## config.mk

```make
export PLATFORM = sky130hd
export DESIGN_NAME = sr_flag_server_flat
export DESIGN_NICKNAME = d
export VERILOG_FILES = /design/src/rtl/sr_flag_pkg.sv /design/src/rtl/sr_flag_server_if.sv /design/src/rtl/sr_flag_server_rr_pick.sv /design/src/rtl/sr_flag_server.sv /design/src/flat_wrapper.sv
export SDC_FILE = /design/constraint.sdc
export NUM_CORES = 1
export LEC_CHECK = 0
export CAP_MARGIN = 20
export CORE_ASPECT_RATIO = 0.8
export CORE_UTILIZATION = 54
export DETAILED_ROUTE_END_ITERATION = 10
export MAX_ROUTING_LAYER = met4
export PLACE_DENSITY = 0.81
export SLEW_MARGIN = 20
export SYNTH_ARGS = -nofsm -noshare
export SYNTH_HDL_FRONTEND = slang
export SYNTH_SLANG_ARGS = --single-unit
```

## constraint.sdc

```tcl
create_clock -name clk -period 3.54 [get_ports clk]
set_input_delay 0.354 -clock clk [delete_from_list [all_inputs] [get_ports clk]]
set_output_delay 0.354 -clock clk [all_outputs]
set_load 0.03 [all_outputs]
```

## src/rtl/sr_flag_pkg.sv

```systemverilog
// Shared types and helpers for the sticky-flag server.
package sr_flag_pkg;

  typedef enum logic [1:0] {
    IDLE   = 2'd0,
    OFFER  = 2'd1,
    CLEAR  = 2'd2,
    SETTLE = 2'd3
  } srfs_state_t;

  // Index width for a bank of w flags; a single flag still needs one bit.
  function automatic int idx_width(input int w);
    return (w > 1) ? $clog2(w) : 1;
  endfunction

endpackage

```

## src/rtl/sr_flag_server_if.sv

```systemverilog
// Offer channel between the flag server and its downstream consumer.
//
// Handshake: req is the offer-valid, idx the payload. Once req rises, req and
// idx stay stable until ack is sampled high on a rising clk edge; that edge
// completes the transfer and req drops on the next cycle. ack is ignored
// while req is low and may be held high across transfers.
interface sr_flag_server_if #(
  parameter int IDXW = 3
);
  logic            req;
  logic [IDXW-1:0] idx;
  logic            ack;

  modport master (output req, output idx, input ack);
  modport slave  (input req, input idx, output ack);
endinterface

```

## src/rtl/sr_flag_server_rr_pick.sv

```systemverilog
// Combinational round-robin finder: first set bit at or above ptr, wrapping.
module rr_pick #(
  parameter int W    = 8,
  parameter int IDXW = 3
) (
  input  logic [W-1:0]    vec,
  input  logic [IDXW-1:0] ptr,
  output logic            found,
  output logic [IDXW-1:0] sel
);

  // Walk downward so the candidate closest to ptr is written last and wins.
  always_comb begin
    int              j;
    logic [IDXW-1:0] pos;
    found = 1'b0;
    sel   = '0;
    j     = 0;
    pos   = '0;
    for (int i = W - 1; i >= 0; i--) begin
      j = int'(ptr) + i;
      if (j >= W) j = j - W;
      pos = IDXW'(j);
      if (vec[pos]) begin
        found = 1'b1;
        sel   = pos;
      end
    end
  end

endmodule

```

## src/rtl/sr_flag_server.sv

```systemverilog
// Round-robin server for a bank of SRFFE sticky flags: offers one pending
// index at a time, pulses its clear after acknowledge and counts clears
// that were defeated by a simultaneous set.
module sr_flag_server
  import sr_flag_pkg::*;
#(
  parameter int W    = 8,
  parameter int IDXW = idx_width(W),
  parameter int CW   = 8
) (
  input  logic                clk,
  input  logic                clrn,
  input  logic                ena,
  input  logic [W-1:0]        flag,
  sr_flag_server_if.master    link,
  output logic [W-1:0]        clr,
  output logic                busy,
  output logic [CW-1:0]       recur_cnt,
  output srfs_state_t         state
);

  srfs_state_t     state_q, state_d;
  logic            found;
  logic [IDXW-1:0] sel;
  logic [IDXW-1:0] ptr;
  logic [IDXW-1:0] idx_q;
  logic [IDXW-1:0] ptr_next;
  logic            req_q;

  rr_pick #(.W(W), .IDXW(IDXW)) u_pick (
    .vec   (flag),
    .ptr   (ptr),
    .found (found),
    .sel   (sel)
  );

  assign link.req = req_q;
  assign link.idx = idx_q;
  assign state    = state_q;
  assign ptr_next = (int'(idx_q) == W - 1) ? '0 : idx_q + IDXW'(1);

  // State register.
  always_ff @(posedge clk or negedge clrn) begin
    if (!clrn) state_q <= IDLE;
    else       state_q <= state_d;
  end

  // Next-state logic; ena only gates the start of a new transaction.
  always_comb begin
    state_d = state_q;
    unique case (state_q)
      IDLE:    if (ena && found) state_d = OFFER;
      OFFER:   if (link.ack)     state_d = CLEAR;
      CLEAR:                     state_d = SETTLE;
      SETTLE:                    state_d = IDLE;
      default:                   state_d = IDLE;
    endcase
  end

  // Registered outputs, pointer and recurrence counter, derived from the transition.
  always_ff @(posedge clk or negedge clrn) begin
    if (!clrn) begin
      req_q     <= 1'b0;
      idx_q     <= '0;
      clr       <= '0;
      busy      <= 1'b0;
      recur_cnt <= '0;
      ptr       <= '0;
    end else begin
      req_q <= (state_d == OFFER);
      busy  <= (state_d != IDLE);
      clr   <= '0;
      if (state_q == IDLE && state_d == OFFER) idx_q <= sel;
      if (state_q == OFFER && link.ack) clr <= W'(1) << idx_q;
      if (state_q == SETTLE) begin
        ptr <= ptr_next;
        // A flag still high here was re-set while its clear was applied.
        if (flag[idx_q] && recur_cnt != '1) recur_cnt <= recur_cnt + CW'(1);
      end
    end
  end

endmodule

```

## src/flat_wrapper.sv

```systemverilog
// flat-port wrapper written by rule: the top's interface ports become plain ports
module sr_flag_server_flat import sr_flag_pkg::*;
#(
  parameter int W    = 8,
  parameter int IDXW = idx_width(W),
  parameter int CW   = 8
)
  (clk, clrn, ena, flag, clr, busy, recur_cnt, state, link_req, link_idx, link_ack);
  sr_flag_server_if #(.IDXW(IDXW)) link_i ();
  input  logic clk;
  input  logic clrn;
  input  logic ena;
  input  logic [W-1:0] flag;
  output logic [W-1:0] clr;
  output logic busy;
  output logic [CW-1:0] recur_cnt;
  output srfs_state_t state;
  output wire logic [$bits(link_i.req)-1:0] link_req;
  output wire logic [$bits(link_i.idx)-1:0] link_idx;
  input wire logic [$bits(link_i.ack)-1:0] link_ack;
  assign link_req = link_i.req;
  assign link_idx = link_i.idx;
  assign link_i.ack = link_ack;
  sr_flag_server #(.W(W), .IDXW(IDXW), .CW(CW)) u_core (.clk(clk), .clrn(clrn), .ena(ena), .flag(flag), .link(link_i), .clr(clr), .busy(busy), .recur_cnt(recur_cnt), .state(state));
endmodule
```

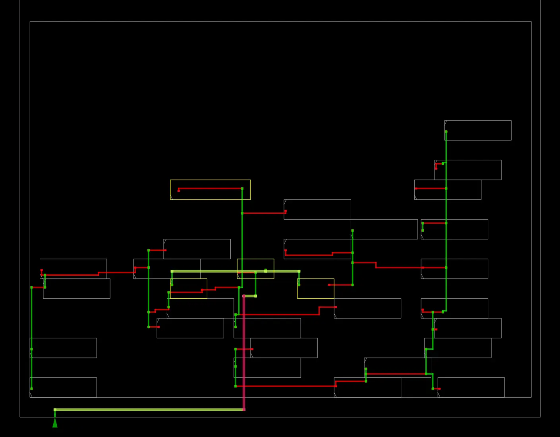
Figure 1: run 1, clock routing.
clock group total power: 246 µW
clock skew: 0.003237 ns
CTS Sinks: 26

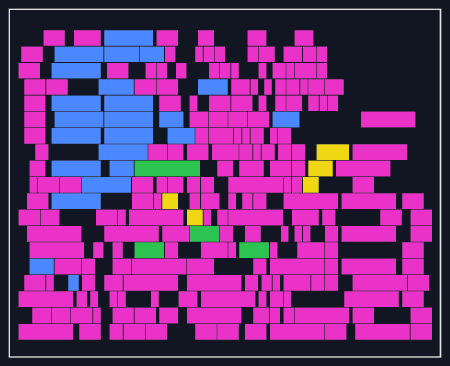
Figure 2: run 1, sizing map.
(6 px per µm)
Key: magenta = _0 and _1 cells [cells 202, share 86%]; yellow = _3 and _4 cells [cells 5, share 2.1%]; blue = _2 cells [cells 23, share 9.8%]; green = _6 and larger [cells 4, share 1.7%]

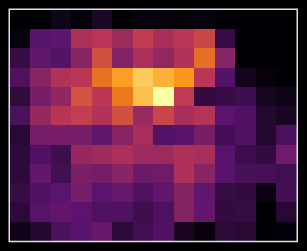
Figure 3: run 1, wire density map.
(4 px per µm) 14 x 12 tiles, from black (low) to pale yellow (high), scaled to the fullest tile. Values are wire area over tile area, all layers added.
The emptiest ninth of the die: north-east. The fullest tile reaches 0.66. 13% of the tiles are nearly empty. The mean over all tiles is 0.18. The densest ninth of the die: centre.

==> results.py, run 1 <==
# Physical implementation metrics
metrics = {
    "status": {
        "outcome": "finished clean",
    },
    "layout": {
        "final_cells": 276,
        "fillCellCount": 263,
        "drive_above_1_share": 0.1368,
        "layout.cells.most_common": "clkdlybuf4s50_1",
        "syn_to_final_growth_pct": 20.61,
        "layout_top_cells": "clkdlybuf4s50_1 (33), dfrtp_1 (26), nand2_1 (14)",
        "final_nets": 256,
        "fin_util": 0.7084,
        "n_antenna_cell": 0,
    },
    "clocking": {
        "clockBufferDepth": 2,
        "path_clk_slew_ns": 0.09,
        "ctsResizeCount": 0,
        "cts_tree": "done",
        "ctsHtreeMaxLevel": 1,
        "numCtsBuffers": 3,
        "cts-hold-fix-buffers": 0,
        "cts-root-buf": "clkbuf_8",
        "cts_setup_buffers": 0,
        "clock_latency_ns": 0.27,
    },
    "drt": {
        "highest_layer": "met4",
        "avgRoutedWirePerCell_um": 16.69,
        "vias_per_cell": 6.377,
        "route.detailed.drc": 0,
        "wl_um": 4607,
        "postRouteAntennaNets": 0,
        "vias": 1760,
        "drtIter0Drc": 146,
        "wl_met2_um": 2065,
        "wl_met1_um": 2275,
        "wl_met3_um": 249,
        "first_pass_iters": 4,
    },
    "power": {
        "p_per_area_nw_per_um2": 932.2,
        "irDropWorstVdd_v": 0.0005123,
        "p_leak_uw": 0.001087,
        "total_power_uw": 2355,
    },
    "synth": {
        "synth-async-reset-ratio": 1.000,
        "ys_warn_count": 0,
        "synth_seq_share": 0.3106,
        "flop_cell": "dfrtp_1",
        "netlist_instances": 201,
        "fp_nets": 222,
        "ys_area_um2": 2095,
        "yosysCellCount": 201,
        "syn-cell-area_um2": 2095,
        "synth.distinct_cells": 48,
        "edf_count": 0,
        "synth.avg_cell_area_um2": 10.42,
        "synth_flops": 26,
    },
    "job": {
        "warnings": 31,
        "max_cap_viol_count": 0,
    },
    "critical_path": {
        "worstSetupPathType": "flop to flop",
        "required_ns": 3.70,
        "crit_family": "multiplexers",
        "cp_num_buf_inv": 1,
        "cp-start-kind": "flop",
        "cpPeakStageDelay_ns": 0.59,
        "crit_chain": "inv_1 > ha_1 > mux2i_1 > mux2i_1 > o211ai_1 > nand4_1 > and3_4 > mux2_4",
        "ff2ff_setup_slack_ns": 0.75,
        "critPathSlowestCell": "ha_1",
        "crit_arrival_ns": 2.95,
        "r2r-start": "u_core.ptr[1]",
        "worst_r2r_path_depth": 8,
        "setup.worst_path.end_class": "flop",
        "crit_top_cell": "mux2i_1",
        "cp_max_fo": 11,
        "r2r-end": "u_core.link.idx[2]",
    },
    "timing": {
        "worst_pin_slew_ns": 0.5844,
        "hold_violations": 0,
        "slew_headroom": 0.6074,
        "period_used_share": 0.7879,
        "min_period_ns": 2.789,
        "tns_ns": 0,
        "fmax_mhz": 358.5,
        "rsz0062_at_grt": "false",
        "setup_violations": 0,
        "finalMaxSlewViolations": 0,
    },
    "die": {
        "rows": 19,
        "die_w_um": 71.63,
        "chip_area_um2": 4133,
        "fp_util": 0.5874,
        "pin_count": 35,
        "die_h_um": 57.71,
        "core_um2": 3566,
    },
    "placement": {
        "dp_cells": 272,
        "portBuffers": 34,
        "place_congestion": 0.9191,
        "detailed_place_hpwl_um": 3325,
    },
    "global_route": {
        "first_global_vias": 1549,
        "track_usage": 0.2386,
        "grt_antenna_before_repair": 0,
        "grt_pass1_wl_um": 7583,
        "grt_max_degree": 27,
        "overflow": 0,
    },
    "hold_path": {
        "hp-class": "input pin to asynchronous set/reset pin",
    },
}
## run 1: power by group
| part | switching [µW] | internal, µW | leakage (µW) |
|---|---|---|---|
| registers | 117 | 380 | 0.000338 |
| logic | 904 | 709 | 0.000713 |
| clock network | 94.4 | 151 | 0.0000357 |
## run 1: layer usage
| metal | up-vias | global-route usage |
|---|---|---|
| met2 | 70 | 0.3504 |
| met4 | 0 | 0.02521 |
| met3 | 4 | 0.04000 |
| met5 | - | - |
| li1 | 832 | - |
| met1 | 854 | 0.3616 |
## run 1: cell usage after synthesis (3+ instances only)
master,n,share of area
o21ai_0,4,0.0096
a31oi_1,4,0.012
ha_1,9,0.054
dfrtp_1,26,0.31
xor2_1,5,0.021
nor3_1,4,0.0096
nand4_1,6,0.018
o211ai_1,3,0.011
a21oi_1,11,0.026
mux2i_1,13,0.062
mux4_2,13,0.14
and3_1,9,0.027
nand2_1,14,0.025
xnor2_1,6,0.025
nand3_1,7,0.017
inv_1,9,0.016
nor2_1,11,0.020
mux2_2,4,0.022
buf_2,4,0.0096
## run 1: how the worst max path moves through the flow
stage,slack [ns],end,cells past startpoint,from
floorplan,0.72,u_core.link.idx[2],11,u_core.ptr[1]
global placement,0.90,u_core.link.idx[2],6,flag[7]
detailed placement,0.81,u_core.link.idx[2],8,u_core.ptr[0]
CTS,0.79,u_core.link.idx[2],8,u_core.ptr[1]
global route,0.55,u_core.link.idx[2],8,u_core.ptr[1]
finish,0.75,u_core.link.idx[2],8,u_core.ptr[1]
## run 1: logic make-up (layout without fill, tap and decap cells)
group           after synthesis  count (layout)  share of synthesized area
flops                        26              26                     0.3106
simple gates                 63              63                     0.1583
buf+inv                      17              50                    0.04002
fa+ha+maj                     9               9                    0.05376
compound gates               41              41                     0.1386
mux                          32              32                     0.2371
xor+xnor                     13              13                    0.06153
## run 1: cell type report
cell class	count	area [µm²]	area share
multi-input combinational	158	1360	0.5384
sequential	26	650.6	0.2576
timing repair buffer	37	357.8	0.1417
tap	42	52.55	0.02080
clock buffer	3	41.29	0.01634
inverter	9	33.78	0.01337
clock inverter	1	30.03	0.01189
## run 1: metrics by stage
step                setup WS [ns]  hold WS, ns  cell area, µm²
finish                     0.7508      0.05550            2526
global placement           0.9015       0.4880            2460
CTS                        0.7922      0.08282            2526
floorplan                  0.7247      0.05841            2095
global route               0.5489       0.1149            2526
detailed placement         0.8133       0.3758            2455
## run 1: flip-flops by register name, summed over array words and instances, names as in the netlist
register	count
u_core.busy	1
u_core.clr	8
u_core.link.idx	3
u_core.link.req	1
u_core.ptr	3
u_core.recur_cnt	8
u_core.state	2
==> inputs of run 2 (changes only) <==
--- a/config.mk
+++ b/config.mk
@@ -7,10 +7,10 @@
 export LEC_CHECK = 0
 export CAP_MARGIN = 20
 export CORE_ASPECT_RATIO = 0.8
-export CORE_UTILIZATION = 54
+export CORE_UTILIZATION = 48
 export DETAILED_ROUTE_END_ITERATION = 10
 export MAX_ROUTING_LAYER = met4
-export PLACE_DENSITY = 0.81
+export PLACE_DENSITY = 0.76
 export SLEW_MARGIN = 20
 export SYNTH_ARGS = -nofsm -noshare
 export SYNTH_HDL_FRONTEND = slang
==> constraint.sdc (replaced) <==
create_clock -name clk -period 2.4 [get_ports clk]
set_input_delay 0.24 -clock clk [delete_from_list [all_inputs] [get_ports clk]]
set_output_delay 0.24 -clock clk [all_outputs]
set_load 0.03 [all_outputs]
==> run 2 against run 1 <==
  * Area after synthesis did not move
  * Global-route usage rose by 2.3 points
  * Final cell count rose by 14%
  * Clock skew rose by 0.0061 ns
  * Clock power rose by 46%
  * First-iteration DRC count fell by 28%
  * Register-to-register slack got worse by 0.73 ns
  * Largest power group unchanged
==> results.py, run 2 <==
# Physical implementation metrics
metrics = {
    "status": {
        "outcome": "finished clean",
    },
    "critical_path": {
        "worstSetupPathType": "flop to flop",
        "cp-start-kind": "flop",
        "crit_chain": "inv_2 > ha_4 > mux4_2 > nand2_1 > o211a_1 > o211ai_1 > o221ai_1 > mux2_4",
        "setup.worst_path.end_class": "flop",
        "critPathSlowestCell": "mux4_2",
        "cp_num_buf_inv": 1,
        "crit_arrival_ns": 2.60,
        "required_ns": 2.62,
        "cpPeakStageDelay_ns": 0.60,
        "crit_family": "multiplexers",
        "cp_max_fo": 8,
    },
    "power": {
        "seq_power_share": 0.183,
        "swShare": 0.4535,
        "p_per_area_nw_per_um2": 1407,
        "internal_power_uw": 2153,
        "pwr-share-comb": 0.726,
        "p_sw_uw": 1786,
        "irDropWorstVdd_v": 0.0008235,
        "pwr-share-clk": 0.091,
        "p_leak_uw": 0.001204,
    },
    "drt": {
        "wl_met2_um": 2399,
        "highest_layer": "met4",
        "postRouteAntennaNets": 0,
        "wl_um": 5152,
        "avgRoutedWirePerCell_um": 16.36,
        "route.detailed.drc": 0,
        "vias_per_cell": 5.844,
        "first_pass_iters": 4,
        "wl_met1_um": 2517,
        "drtIter0Drc": 105,
        "wl_met3_um": 202,
    },
    "synth": {
        "synth-async-reset-ratio": 1.000,
        "synth_top_cell_by_area": "dfrtp_1",
        "yosysMostFrequentCell": "dfrtp_1",
        "ys_warn_count": 0,
        "top_area_frac": 0.3106,
        "netlist_instances": 201,
        "synth_flops": 26,
        "syn-cell-area_um2": 2095,
        "edf_count": 0,
        "fp_nets": 222,
        "topCellsByArea": "dfrtp_1 (31%), mux4_2 (14%), mux2i_1 (6.2%)",
        "synth.distinct_cells": 48,
        "yosysCellCount": 201,
        "synth_seq_share": 0.3106,
        "ys_area_um2": 2095,
        "synth.avg_cell_area_um2": 10.42,
        "flop_cell": "dfrtp_1",
        "top_cells_by_count": "dfrtp_1 (26), nand2_1 (14), mux2i_1 (13), mux4_2 (13)",
    },
    "timing": {
        "setup_violations": 0,
        "holdWs_ns": 0.3368,
        "skew_ns": 0.009327,
        "setup_ws_ns": 0.02021,
        "hold_violations": 0,
        "fmax_mhz": 420.2,
        "period_used_share": 0.9916,
        "finalMaxSlewViolations": 0,
        "worst_pin_slew_ns": 0.6124,
        "slew_headroom": 0.5886,
        "min_period_ns": 2.380,
        "rsz0062_at_grt": "true",
    },
    "global_route": {
        "first_global_vias": 1701,
        "grt_pass1_wl_um": 8597,
        "overflow": 0,
        "grt_max_degree": 27,
        "grt_antenna_before_repair": 0,
    },
    "layout": {
        "largestRegisters": "u_core.clr (8), u_core.recur_cnt (8)",
        "n_antenna_cell": 0,
        "final_nets": 280,
        "layout_top_cells": "clkdlybuf4s50_1 (34), buf_4 (24), dfrtp_1 (24)",
        "seqCellArea_um2": 653.1,
        "drive_above_1_share": 0.2519,
        "fin_util": 0.6703,
        "fillCellCount": 313,
        "layout.area.comb_um2": 1403,
        "layout.cells.most_common": "clkdlybuf4s50_1",
        "syn_to_final_growth_pct": 33.69,
    },
    "clocking": {
        "cts_sinks": 26,
        "clockBufferDepth": 2,
        "cts_tree": "done",
        "cts-hold-fix-buffers": 0,
        "path_clk_slew_ns": 0.09,
        "ctsHtreeMaxLevel": 1,
        "cts-root-buf": "clkbuf_8",
    },
    "placement": {
        "dp_slack_ns": -0.1150,
        "place_congestion": 0.9288,
        "detailed_place_hpwl_um": 4009,
        "portBuffers": 34,
    },
    "job": {
        "warnings": 33,
        "max_cap_viol_count": 0,
    },
    "die": {
        "chip_area_um2": 4634,
        "rows": 21,
        "die_w_um": 75.86,
        "pin_count": 35,
        "die_h_um": 61.09,
        "core_um2": 4178,
        "fp_util": 0.5013,
    },
    "hold_path": {
        "hp-class": "input pin to asynchronous set/reset pin",
    },
}
## run 2: final cells by class
cell class,instances,area share
clock inverter,1,0.01072
sequential,26,0.2332
clock buffer,3,0.01475
multi-input combinational,158,0.5009
tap,57,0.02547
timing repair buffer,61,0.2011
inverter,9,0.01385
## run 2: per-layer routing
| metal | global-route usage | vias up |
|---|---|---|
| met5 | - | - |
| met4 | 0.03704 | 0 |
| met3 | 0.04092 | 5 |
| met2 | 0.3982 | 57 |
| met1 | 0.3792 | 897 |
| li1 | - | 882 |
## run 2: logic make-up (layout without fill, tap and decap cells)
kind of cell,count (synthesis),count (layout),share of synthesized area
xor+xnor,13,13,0.06153
simple gates,63,63,0.1583
mux,32,32,0.2371
flops,26,26,0.3106
compound gates,41,41,0.1386
fa+ha+maj,9,9,0.05376
buf+inv,17,74,0.04002
## run 2: final timing paths
check | from | end | slack [ns] | cells past startpoint
max | u_core.ptr[0] | u_core.link.idx[2] | 0.02 | 8
min | clrn | u_core.state[1] | 0.34 | 2
max reg2reg | u_core.ptr[0] | u_core.link.idx[2] | 0.02 | 8
min reg2reg | u_core.recur_cnt[7] | u_core.recur_cnt[7] | 0.51 | 1
max in group asynchronous | clrn | u_core.ptr[1] | 1.80 | 2
min in group clk | u_core.recur_cnt[7] | u_core.recur_cnt[7] | 0.51 | 1
## run 2: stage by stage
step                      std cells  total power (µW)  instance area, µm²  setup TNS [ns]
final                           315              3939                2800               0
after floorplan                 201              2610                2136         -0.1080
after global placement          310              3389                2685        -0.05117
after global routing            315              4216                2800       -0.009015
after CTS                       314              3821                2756               0
after detailed placement        310              3453                2685         -0.1836
## run 2: power groups by stage
stage / Sequential [µW] / Combinational [µW] / Clock (µW)
floorplan: 885 / 1720 / 0
global placement: 722 / 2670 / 0
detailed placement: 725 / 2730 / 0
CTS: 717 / 2740 / 363
global route: 742 / 3090 / 384
finish: 721 / 2860 / 358
## run 2: timing repair
item / CTS / global route
endpoints found under the setup margin: 0 / 5
resized: 0 / 9
buffers inserted: 0 / 1
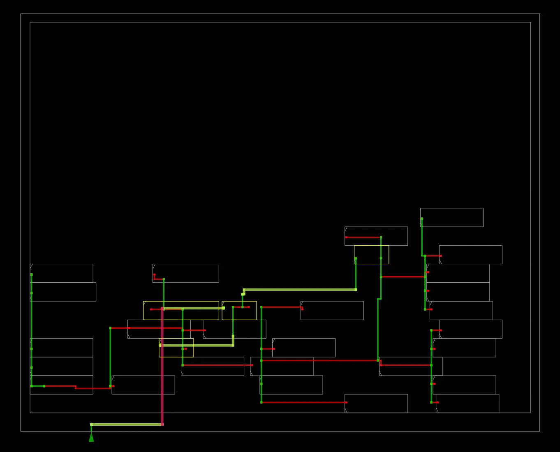
Figure 4: run 2, clock routing.
worst-skew pair later-pin latency: 0.27 ns
Flops: 26
clock group total power: 358 µW
total CTS buffers: 3

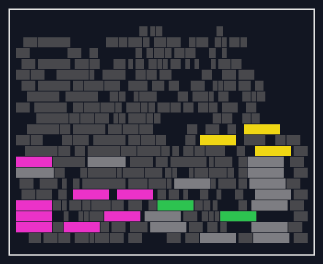
Figure 5: run 2, sequential cells grouped by signal name.
(4 px per µm)
Key: yellow = u_core.link.idx [sequential cells 3]; magenta = u_core.recur_cnt [sequential cells 8, where south-west]; green = u_core.state [sequential cells 2]
Another 13 sequential cells are not coloured.

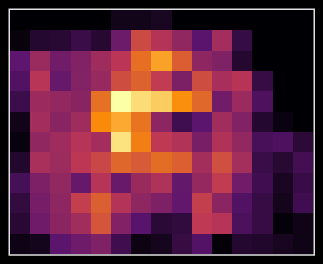
Figure 6: run 2, wire density map.
(4 px per µm) 15 x 12 tiles, from black (low) to pale yellow (high), scaled to the fullest tile. Values are wire area over tile area, all layers added.
vias: 1,841
GRT Total Usage: 0.2614

==> inputs of run 3 (changes only) <==
--- a/config.mk
+++ b/config.mk
@@ -11,6 +11,7 @@
 export DETAILED_ROUTE_END_ITERATION = 10
 export MAX_ROUTING_LAYER = met4
 export PLACE_DENSITY = 0.76
+export RECOVER_POWER = 25
 export SLEW_MARGIN = 20
 export SYNTH_ARGS = -nofsm -noshare
 export SYNTH_HDL_FRONTEND = slang
==> run 3 against run 2 <==
  * Synthesized cell count unchanged
  * Final cell count did not move
  * Setup slack got worse by 0.0034 ns
  * Via count increased by 0.38%
  * Sequential power about the same
  * Cell area is 0.13% lower
  * Clock power is 1% lower
  * Power shrank 0.18%
  * Flip-flop count did not move
  * Critical path depth unchanged
==> results.py, run 3 <==
# Physical implementation metrics
metrics = {
    "drt": {
        "avgRoutedWirePerCell_um": 16.36,
        "route.detailed.drc": 0,
        "wl_um": 5154,
        "drtIter0Drc": 105,
        "vias": 1848,
    },
    "timing": {
        "skew_ns": 0.007037,
        "fmax_mhz": 419.6,
        "rsz0062_at_grt": "true",
        "min_period_ns": 2.383,
        "slew_headroom": 0.1206,
        "worst_pin_slew_ns": 1.319,
        "period_used_share": 0.9930,
    },
    "clocking": {
        "cts_sinks": 26,
        "cts-hold-fix-buffers": 0,
        "clock_latency_ns": 0.27,
        "ctsHtreeMaxLevel": 1,
        "path_clk_slew_ns": 0.09,
        "cts_tree": "done",
        "clockBufferDepth": 2,
    },
    "layout": {
        "largestRegisters": "u_core.clr (8), u_core.recur_cnt (8)",
        "stdcell_area_um2": 2796,
        "drive_above_1_share": 0.2481,
        "layout_top_cells": "clkdlybuf4s50_1 (33), dfrtp_1 (24), buf_4 (23)",
        "syn_to_final_growth_pct": 33.51,
        "n_antenna_cell": 0,
        "fillCellCount": 315,
        "layout.area.comb_um2": 1403,
    },
    "global_route": {
        "overflow": 0,
        "grt_antenna_before_repair": 0,
        "first_global_vias": 1701,
        "track_usage": 0.2614,
        "grt_max_degree": 27,
    },
    "synth": {
        "synth.avg_cell_area_um2": 10.42,
        "ys_sh_simple": 0.1583,
        "yosysCellCount": 201,
        "fp_nets": 222,
        "ys_warn_count": 0,
        "top_cells_by_count": "dfrtp_1 (26), nand2_1 (14), mux2i_1 (13), mux4_2 (13)",
        "ys_top_logic_family": "multiplexers",
        "synth_flops": 26,
        "yosysMostFrequentCell": "dfrtp_1",
        "synth-async-reset-ratio": 1.000,
        "netlist_instances": 201,
    },
    "critical_path": {
        "setup.worst_path.end_class": "flop",
        "critPathSlowestCell": "mux4_2",
        "r2r-start": "u_core.ptr[0]",
        "required_ns": 2.62,
        "r2r-end": "u_core.link.idx[2]",
        "crit_family": "multiplexers",
        "cp_max_fo": 8,
    },
    "placement": {
        "place_congestion": 0.9288,
        "dpl_cell_area_um2": 2685,
        "portBuffers": 34,
        "detailed_place_hpwl_um": 4009,
        "dp_cells": 310,
    },
    "power": {
        "irDropWorstVdd_v": 0.0008230,
        "p_leak_uw": 0.001201,
        "total_power_uw": 3932,
    },
    "die": {
        "pin_count": 35,
        "die_w_um": 75.86,
        "die_h_um": 61.09,
        "rows": 21,
        "chip_area_um2": 4634,
    },
    "hold_path": {
        "hp-class": "flop to flop",
    },
    "status": {
        "outcome": "finished clean",
    },
}
[run 3: area by class of cell]
| class | count | area share |
|---|---|---|
| clock buffers | 3 | 0.01477 |
| clock inverters | 1 | 0.01074 |
| inverters | 9 | 0.01387 |
| multi-input cells | 158 | 0.5016 |
| flip-flops and latches | 26 | 0.2336 |
| well taps | 57 | 0.02550 |
| repair buffers | 61 | 0.2000 |
[run 3: timing repair]
action / in CTS / in global routing
setup endpoints to repair: 0 / 5
setup buffers: 0 / 1
resized: 0 / 9
[run 3: worst max path at each step]
| stage | startpoint | end | slack (ns) |
|---|---|---|---|
| 3_3_place_gp | flag[2] | u_core.link.idx[2] | -0.05 |
| 2_1_floorplan | u_core.ptr[1] | u_core.link.idx[2] | -0.11 |
| 5_1_grt | u_core.ptr[0] | u_core.link.idx[2] | -0.009 |
| 3_5_place_dp | flag[2] | u_core.link.idx[2] | -0.12 |
| 6_report | u_core.ptr[0] | u_core.link.idx[2] | 0.02 |
| 4_1_cts | u_core.ptr[1] | u_core.link.idx[2] | 0.02 |
[run 3: per-stage QoR]
| step | hold WS (ns) | TNS, ns | setup WS [ns] |
|---|---|---|---|
| 2_1_floorplan | -0.05559 | -0.1080 | -0.1080 |
| 3_3_place_gp | 0.4939 | -0.05117 | -0.05117 |
| 3_5_place_dp | 0.4982 | -0.1836 | -0.1150 |
| 4_1_cts | 0.3487 | 0 | 0.01941 |
| 5_1_grt | 0.5317 | -0.009015 | -0.009015 |
| 6_report | 0.5093 | 0 | 0.01681 |
[run 3: cell families after synthesis]
| logic type | after synthesis |
|---|---|
| AOI/OAI and AO/OA | 41 |
| and+or+nand+nor | 63 |
| muxes | 32 |
| DFF | 26 |
| xor gates and xnor gates | 13 |
| buffers and inverters | 17 |
| adders and majority gates | 9 |
[run 3: power breakdown]
group / internal, µW / switching, µW / leakage, µW
Clock: 223 / 129 / 0.0000357
Sequential: 564 / 158 / 0.000336
Combinational: 1360 / 1490 / 0.000829
[run 3: worst register-to-register path, cell delays in order (launching register included)]
cell	delay, ns
dfrtp_1	0.41
inv_2	0.07
ha_4	0.37
mux4_2	0.60
nand2_1	0.12
o211a_1	0.17
o211ai_1	0.09
o221ai_1	0.30
mux2_4	0.21
[run 3: per-layer routing]
layer,up-vias,global-route usage,part of all wire
met5,-,-,0
met4,0,0.03704,0.0064
met3,5,0.04092,0.041
met2,57,0.3982,0.47
met1,904,0.3792,0.48
li1,882,-,-
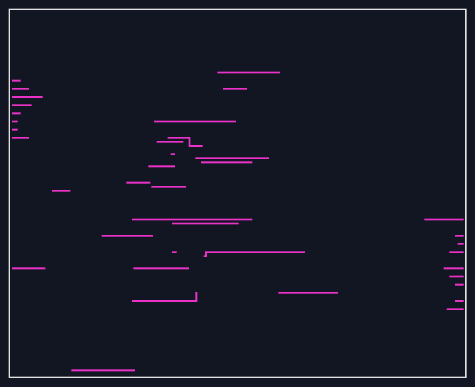
Figure 7: run 3, the metal 3 layer.
(6 px per µm)
The wires run mostly horizontal. The layer holds 4.2% of the routed length. The longest straight run is 19.8 µm. The layer carries 214 µm of wire.

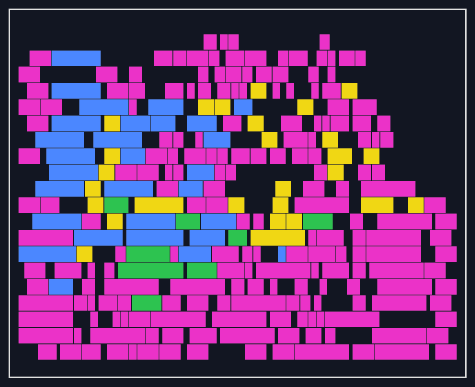
Figure 8: run 3, sizing map.
(6 px per µm)
Key: green = _6 and larger [cells 8, share 3.1%]; magenta = _0 and _1 cells [cells 194, share 75%]; yellow = _3 and _4 cells [cells 27, share 10%]; blue = _2 cells [cells 29, share 11%]

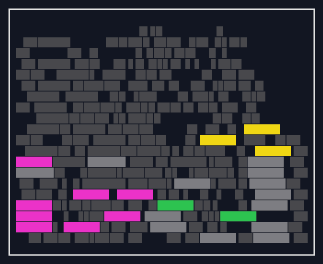
Figure 9: run 3, sequential cells grouped by signal name.
(4 px per µm)
Key: green = u_core.state [sequential cells 2]; magenta = u_core.recur_cnt [sequential cells 8, where south-west]; yellow = u_core.link.idx [sequential cells 3]
Another 13 sequential cells are not coloured.
fin util: 0.6694
flop share of the area: 0.2336
register area: 653.1 µm²

Power figures rest on the tool's default switching activity, not on a simulated workload.
